--- config.mk ---
export PLATFORM = sky130hd
export DESIGN_NAME = blink_sequencer
export DESIGN_NICKNAME = d
export VERILOG_FILES = /design/src/rtl/blink_sequencer.sv
export SDC_FILE = /design/constraint.sdc
export NUM_CORES = 1
export LEC_CHECK = 0
export CAP_MARGIN = 20
export CORE_MARGIN = 2
export CORE_UTILIZATION = 44
export DETAILED_ROUTE_END_ITERATION = 8
export GPL_ROUTABILITY_DRIVEN = 0
export SLEW_MARGIN = 20
export SYNTH_ARGS = -nofsm -noshare
export SYNTH_HDL_FRONTEND = slang
export SYNTH_SLANG_ARGS = --single-unit
--- constraint.sdc ---
create_clock -name clk -period 10.2 [get_ports clk]
set_input_delay 3.06 -clock clk [delete_from_list [all_inputs] [get_ports clk]]
set_output_delay 3.06 -clock clk [all_outputs]
set_load 0.02 [all_outputs]
--- src/rtl/blink_sequencer.sv ---
// Chase sequencer: steps one active blink channel per rising edge of a counter bit,
// each channel blinking from its own mask/offset view of the shared free-running counter.
module blink_sequencer #(
    parameter int unsigned NCH      = 4,
    parameter int unsigned CW       = 16,
    parameter int unsigned STEP_BIT = 12
) (
    input  logic           clk,
    input  logic           rst,
    input  logic           ena,
    input  logic [CW-1:0]  count_in,
    input  logic           start,
    input  logic           stop,
    input  logic           cfg_we,
    input  logic [4:0]     cfg_addr,
    input  logic [7:0]     cfg_data,
    output logic [NCH-1:0] led_out,
    output logic [1:0]     step_idx,
    output logic           busy,
    output logic           done
);

    localparam int unsigned SW = 2;
    localparam int unsigned LW = 8;
    localparam logic [SW-1:0] LAST_CH   = SW'(NCH - 1);
    localparam logic [4:0]    LOOPS_ADR = 5'h10;

    typedef enum logic [1:0] {
        S_IDLE = 2'd0,
        S_RUN  = 2'd1,
        S_DONE = 2'd2
    } state_t;

    state_t          r_state;
    state_t          w_state_next;
    logic [SW-1:0]   r_step_idx;
    logic [SW-1:0]   w_step_next;
    logic [LW-1:0]   r_loop_cnt;
    logic [LW-1:0]   w_loop_next;
    logic [LW-1:0]   r_loops;
    logic            r_prev_bit;
    logic            w_tick;
    logic [CW-1:0]   r_mask [NCH];
    logic [CW-1:0]   r_off  [NCH];
    logic [CW-1:0]   w_sum  [NCH];
    logic [NCH-1:0]  w_blink;
    logic [NCH-1:0]  w_led_next;
    logic [NCH-1:0]  r_led;
    logic            r_busy;
    logic            r_done;

    assign led_out  = r_led;
    assign step_idx = r_step_idx;
    assign busy     = r_busy;
    assign done     = r_done;

    assign w_tick = count_in[STEP_BIT] & ~r_prev_bit;

    // Byte-wide config port; writes land regardless of FSM state or ena.
    always_ff @(posedge clk or posedge rst) begin
        if (rst) begin
            for (int c = 0; c < NCH; c++) begin
                r_mask[c] <= CW'(16'h0064);
                r_off[c]  <= '0;
            end
            r_loops <= '0;
        end else if (cfg_we) begin
            if (cfg_addr == LOOPS_ADR) begin
                r_loops <= cfg_data;
            end else if (!cfg_addr[4]) begin
                for (int c = 0; c < NCH; c++) begin
                    if (cfg_addr[3:2] == SW'(c)) begin
                        case (cfg_addr[1:0])
                            2'd0:    r_mask[c][7:0]  <= cfg_data;
                            2'd1:    r_mask[c][15:8] <= cfg_data;
                            2'd2:    r_off[c][7:0]   <= cfg_data;
                            default: r_off[c][15:8]  <= cfg_data;
                        endcase
                    end
                end
            end
        end
    end

    // Per-channel blink term; the offset add wraps at CW bits.
    always_comb begin
        w_blink    = '0;
        w_led_next = '0;
        for (int c = 0; c < NCH; c++) begin
            w_sum[c]      = count_in + r_off[c];
            w_blink[c]    = |(w_sum[c] & r_mask[c]);
            w_led_next[c] = (r_state == S_RUN) && ena && (r_step_idx == SW'(c)) && w_blink[c];
        end
    end

    always_ff @(posedge clk or posedge rst) begin
        if (rst) begin
            r_state    <= S_IDLE;
            r_step_idx <= '0;
            r_loop_cnt <= '0;
            r_prev_bit <= 1'b0;
            r_led      <= '0;
            r_busy     <= 1'b0;
            r_done     <= 1'b0;
        end else begin
            r_state    <= w_state_next;
            r_step_idx <= w_step_next;
            r_loop_cnt <= w_loop_next;
            r_prev_bit <= count_in[STEP_BIT];
            r_led      <= w_led_next;
            r_busy     <= (w_state_next == S_RUN);
            r_done     <= (w_state_next == S_DONE);
        end
    end

    // ena=0 freezes the sequencer completely, so ticks seen while frozen are lost.
    always_comb begin
        w_state_next = r_state;
        w_step_next  = r_step_idx;
        w_loop_next  = r_loop_cnt;
        if (ena) begin
            if (stop) begin
                w_state_next = S_IDLE;
                w_step_next  = '0;
            end else begin
                case (r_state)
                    S_IDLE: begin
                        if (start) begin
                            w_state_next = S_RUN;
                            w_step_next  = '0;
                            w_loop_next  = r_loops;
                        end
                    end
                    S_RUN: begin
                        if (w_tick) begin
                            if (r_step_idx == LAST_CH) begin
                                w_step_next = '0;
                                if (r_loop_cnt == LW'(1)) begin
                                    w_state_next = S_DONE;
                                end else if (r_loop_cnt != '0) begin
                                    w_loop_next = r_loop_cnt - LW'(1);
                                end
                            end else begin
                                w_step_next = r_step_idx + SW'(1);
                            end
                        end
                    end
                    S_DONE: begin
                        w_state_next = S_IDLE;
                        w_step_next  = '0;
                    end
                    default: begin
                        w_state_next = S_IDLE;
                        w_step_next  = '0;
                    end
                endcase
            end
        end
    end

endmodule

Figure 1. Cell classes on the final placement.
Bar = 50 µm.
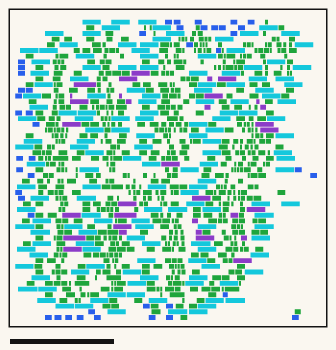
Blue stands for remaining buffers and delay cells, cells 44, share of their area 4.1%. Cyan stands for sequential cells, cells 155, share of their area 37%. Green stands for remaining logic cells, cells 709, share of their area 53%. Purple stands for clock drivers and dummy loads, cells 32, share of their area 5.8%.
num rows: 53
Util after Layout: 51.3%
design area: 10900 µm²
Seq/total area: 35.9%

Figure 2. Gate-type map.
Bar = 50 µm.
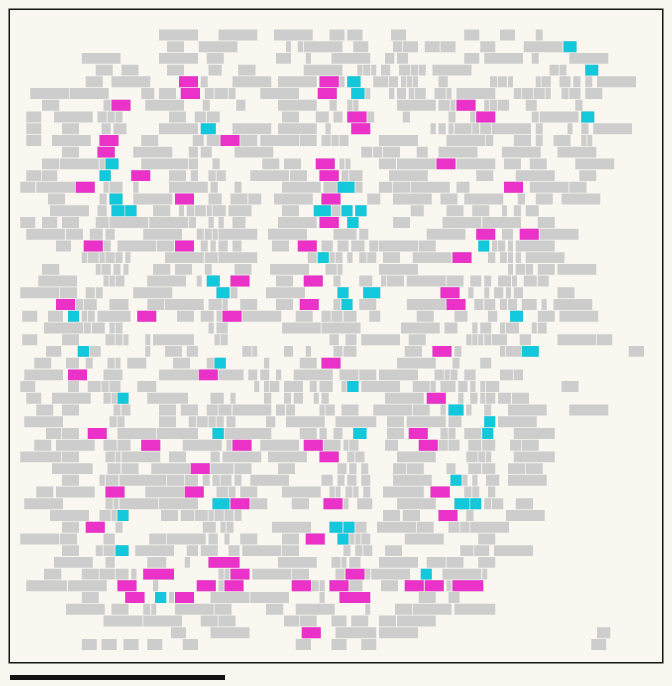
Magenta stands for fa/ha/maj cells, cells 72, most used ha_1. Cyan stands for non-inverting ao/oa cells, cells 46, most used o21a_1.
most used logic cell in the final layout: dfrtp_1
final non-filler cell total: 1215
logic share of the area: 50.3%

Figure 3. Sizing map.
Bar = 50 µm.
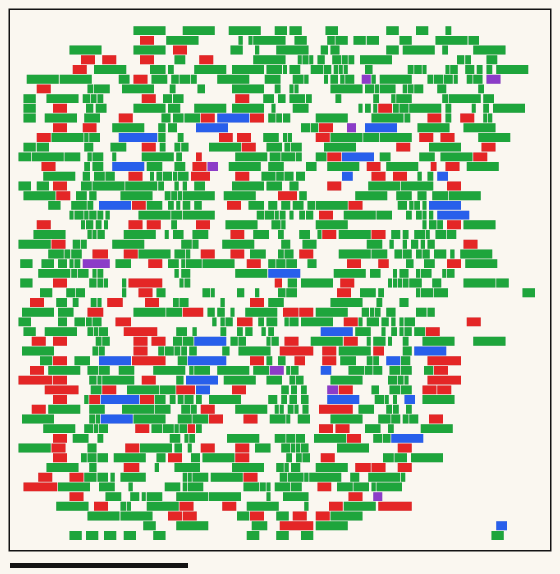
Red stands for x2, cells 168. Purple stands for x3 and x4, cells 8. Blue stands for x6 and larger, cells 27. Green stands for x1 and smaller, cells 737.

Figure 4. Register map, names as in the netlist.
Bar = 50 µm. Other sequential cells in the stronger gray, the rest of the logic in the fainter gray.
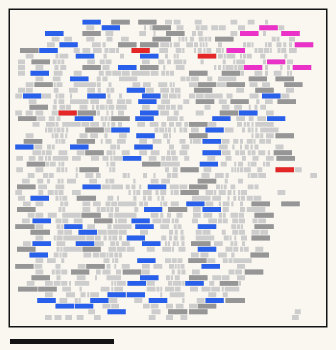
Magenta stands for r_loop_cnt, flops 8, where upper right. Blue stands for r_off, flops 64. Red stands for led_out, flops 4.
Another 79 sequential cells are not colored.

==> results.cfg <==
; generated from flow reports
[status]
status = finished, final reports clean

[synth]
synthArstFlopShare_pct = 100
netlist_instances = 886
topCellsByArea = dfrtp_1 37%, mux2_2 16%, ha_1 8.8%
top_cell_area_share_pct = 37.5
yosysCellCount = 886
synthesis.area_um2 = 9550
synth-seq-area-share_pct = 40.8
fp_nets = 992
yosysWarnings = 0
yosysMostFrequentCell = dfrtp_1
yosys_area_um2 = 9550
ff_type = dfrtp_1

[global_routing]
grt_pass1_vias = 7171
antenna_found_initial = 0
grt_max_degree = 93
gr-usage-all-layers_pct = 22.1
grt_pass1_wl_um = 38000

[min_path]
hold_class = register to register

[worst_setup_path]
r2r_setup_slack_ns = 7.32
worstPathRequired_ns = 10.52
arrival_ns = 6.15
crit-reg2reg-launch = r_off[0]
reg2reg_to = led_out[3]
critPathKind = input port to register
start_kind = input port
crit_fanout = 4
worstRegToRegCells = 11

[die]
num_io_pins = 43
core_area_um2 = 21200
die_area_um2 = 22900
die_w_um = 151
die_height_um = 151

[timing]
slew-limit-headroom_pct = 30.1
holdWs_ns = 0.505
fin_tns_setup_ns = 0
setup_ws_ns = 4.37
skew_ns = 0.00895
period_minus_slack_ns = 5.83
drv_slew = 0
final.period_utilization_pct = 57.2
final_hold_viol_count = 0
worstMarginPinSlew_ns = 1.05

[power]
internal-power_mw = 1.48
switchingPower_mw = 0.736
power.leakage_nw = 4.82
finalPower_mw = 2.22
share_comb_of_total_power_pct = 32.8
pwr-share-clk_pct = 29.9
ir_drop_uv = 123
p_seq_share_pct = 37.3

[drt]
drt_iter0_drc = 314
ant_nets = 0
drc_errors = 0
drt_first_pass_iters = 5
viasPerCell = 5.86
wire_per_inst_um = 19.5
vias = 7120

[placement]
dp.final_hpwl_um = 16900
portBuffers = 42

[clocking]
clk_pin_slew_ns = 0.07
htree_levels = 4
numCtsBuffers = 17
root_buffer = clkbuf_16
cts-resized-gates = 0
cts_buffer_depth = 2
cts_tree = built
clock_latency_ns = 0.44

[layout]
n_fill_cell = 1924
syn_to_final_growth_pct = 13.7
logic_area_um2 = 5460
layout-drive-gt1-share_pct = 21.6
nNetsFinal = 1033
regArea_um2 = 3890
-- worst max-delay path, cell delays in order --
cell and delay (ns):
clkdlybuf4s50_1 0.62, ha_1 0.26, inv_1 0.07, fa_1 0.48, inv_1 0.04, a222oi_1 0.36
nand2_1 0.11, a21oi_1 0.14, nand4_1 0.11, a221oi_1 0.47, nand4_1 0.16, o31a_1 0.26
-- area by class of cell --
class                   count  area share [%]
multi-input cells         679            50.3
clock inverters            14            1.68
inverters                  30            1.08
well taps                 275            3.17
clock buffers              18            3.95
flip-flops and latches    155            35.9
repair buffers             44            4.01
-- sequential cells by signal, indices dropped and copies added (netlist names), 2 cells and up --
signal	flops
r_loops	8
r_loop_cnt	8
r_state	2
r_off	64
step_idx	2
r_mask	64
led_out	4
-- cells by family (layout without fill, tap and decap cells) --
family / Yosys count / count (layout) / synth area share [%]
mux: 140 / 140 / 16.4
buf+inv: 52 / 106 / 2.06
xor+xnor: 35 / 35 / 3.21
compound gates: 212 / 212 / 15.9
simple gates: 220 / 220 / 11.9
flops: 155 / 155 / 40.8
fa+ha+maj: 72 / 72 / 9.74
-- routing by layer --
layer / GRT usage [%] / up-vias / part of all wire [%]
met2: 36.2 / 111 / 47
met4: 9.07 / 0 / 3.4
met5: 0 / - / 0
met1: 29.0 / 3569 / 46
li1: - / 3396 / -
met3: 3.83 / 44 / 3.1
-- how the worst min path moves through the flow --
stage	from	to	slack (ns)	depth (start not counted)
2_1_floorplan	r_loop_cnt[6]	r_loop_cnt[6]	0.47	1
3_3_place_gp	r_mask[39]	r_mask[39]	0.49	1
3_5_place_dp	r_loops[3]	r_loops[3]	0.49	1
4_1_cts	r_loops[3]	r_loops[3]	0.51	1
5_1_grt	r_mask[41]	r_mask[41]	0.52	1
6_report	r_loops[3]	r_loops[3]	0.50	1
-- power by group through the flow --
| stage | Combinational [mW] | Sequential [mW] | Clock, mW |
|---|---|---|---|
| detailed placement | 0.724 | 0.834 | 0 |
| finish | 0.728 | 0.826 | 0.663 |
| floorplan | 0.568 | 0.811 | 0 |
| global route | 0.812 | 0.842 | 0.705 |
| global placement | 0.717 | 0.833 | 0 |
| CTS | 0.728 | 0.824 | 0.682 |
-- placed cells by master (no fill, tap or decap), types with 11 or more instances in the layout --
master,count
a21o_1,11
inv_1,29
nand2_1,62
clkdlybuf4s50_1,42
dfstp_2,12
o21a_1,13
a21oi_1,33
clkbuf_16,17
xnor2_1,25
nand3_1,20
ha_1,67
nor2_1,38
o21ai_0,41
dfrtp_1,143
nor2b_1,19
mux2_2,135
nor3_1,16
and3_1,13
-- through the flow --
| step | util [%] | area, µm² | std cells |
|---|---|---|---|
| floorplan | - | 9550 | 886 |
| global placement | 48.4 | 10200 | 1183 |
| detailed placement | 48.4 | 10200 | 1183 |
| CTS | 51.3 | 10900 | 1215 |
| global route | 51.3 | 10900 | 1215 |
| finish | 51.3 | 10900 | 1215 |
Power is estimated from default activity; no workload was simulated.
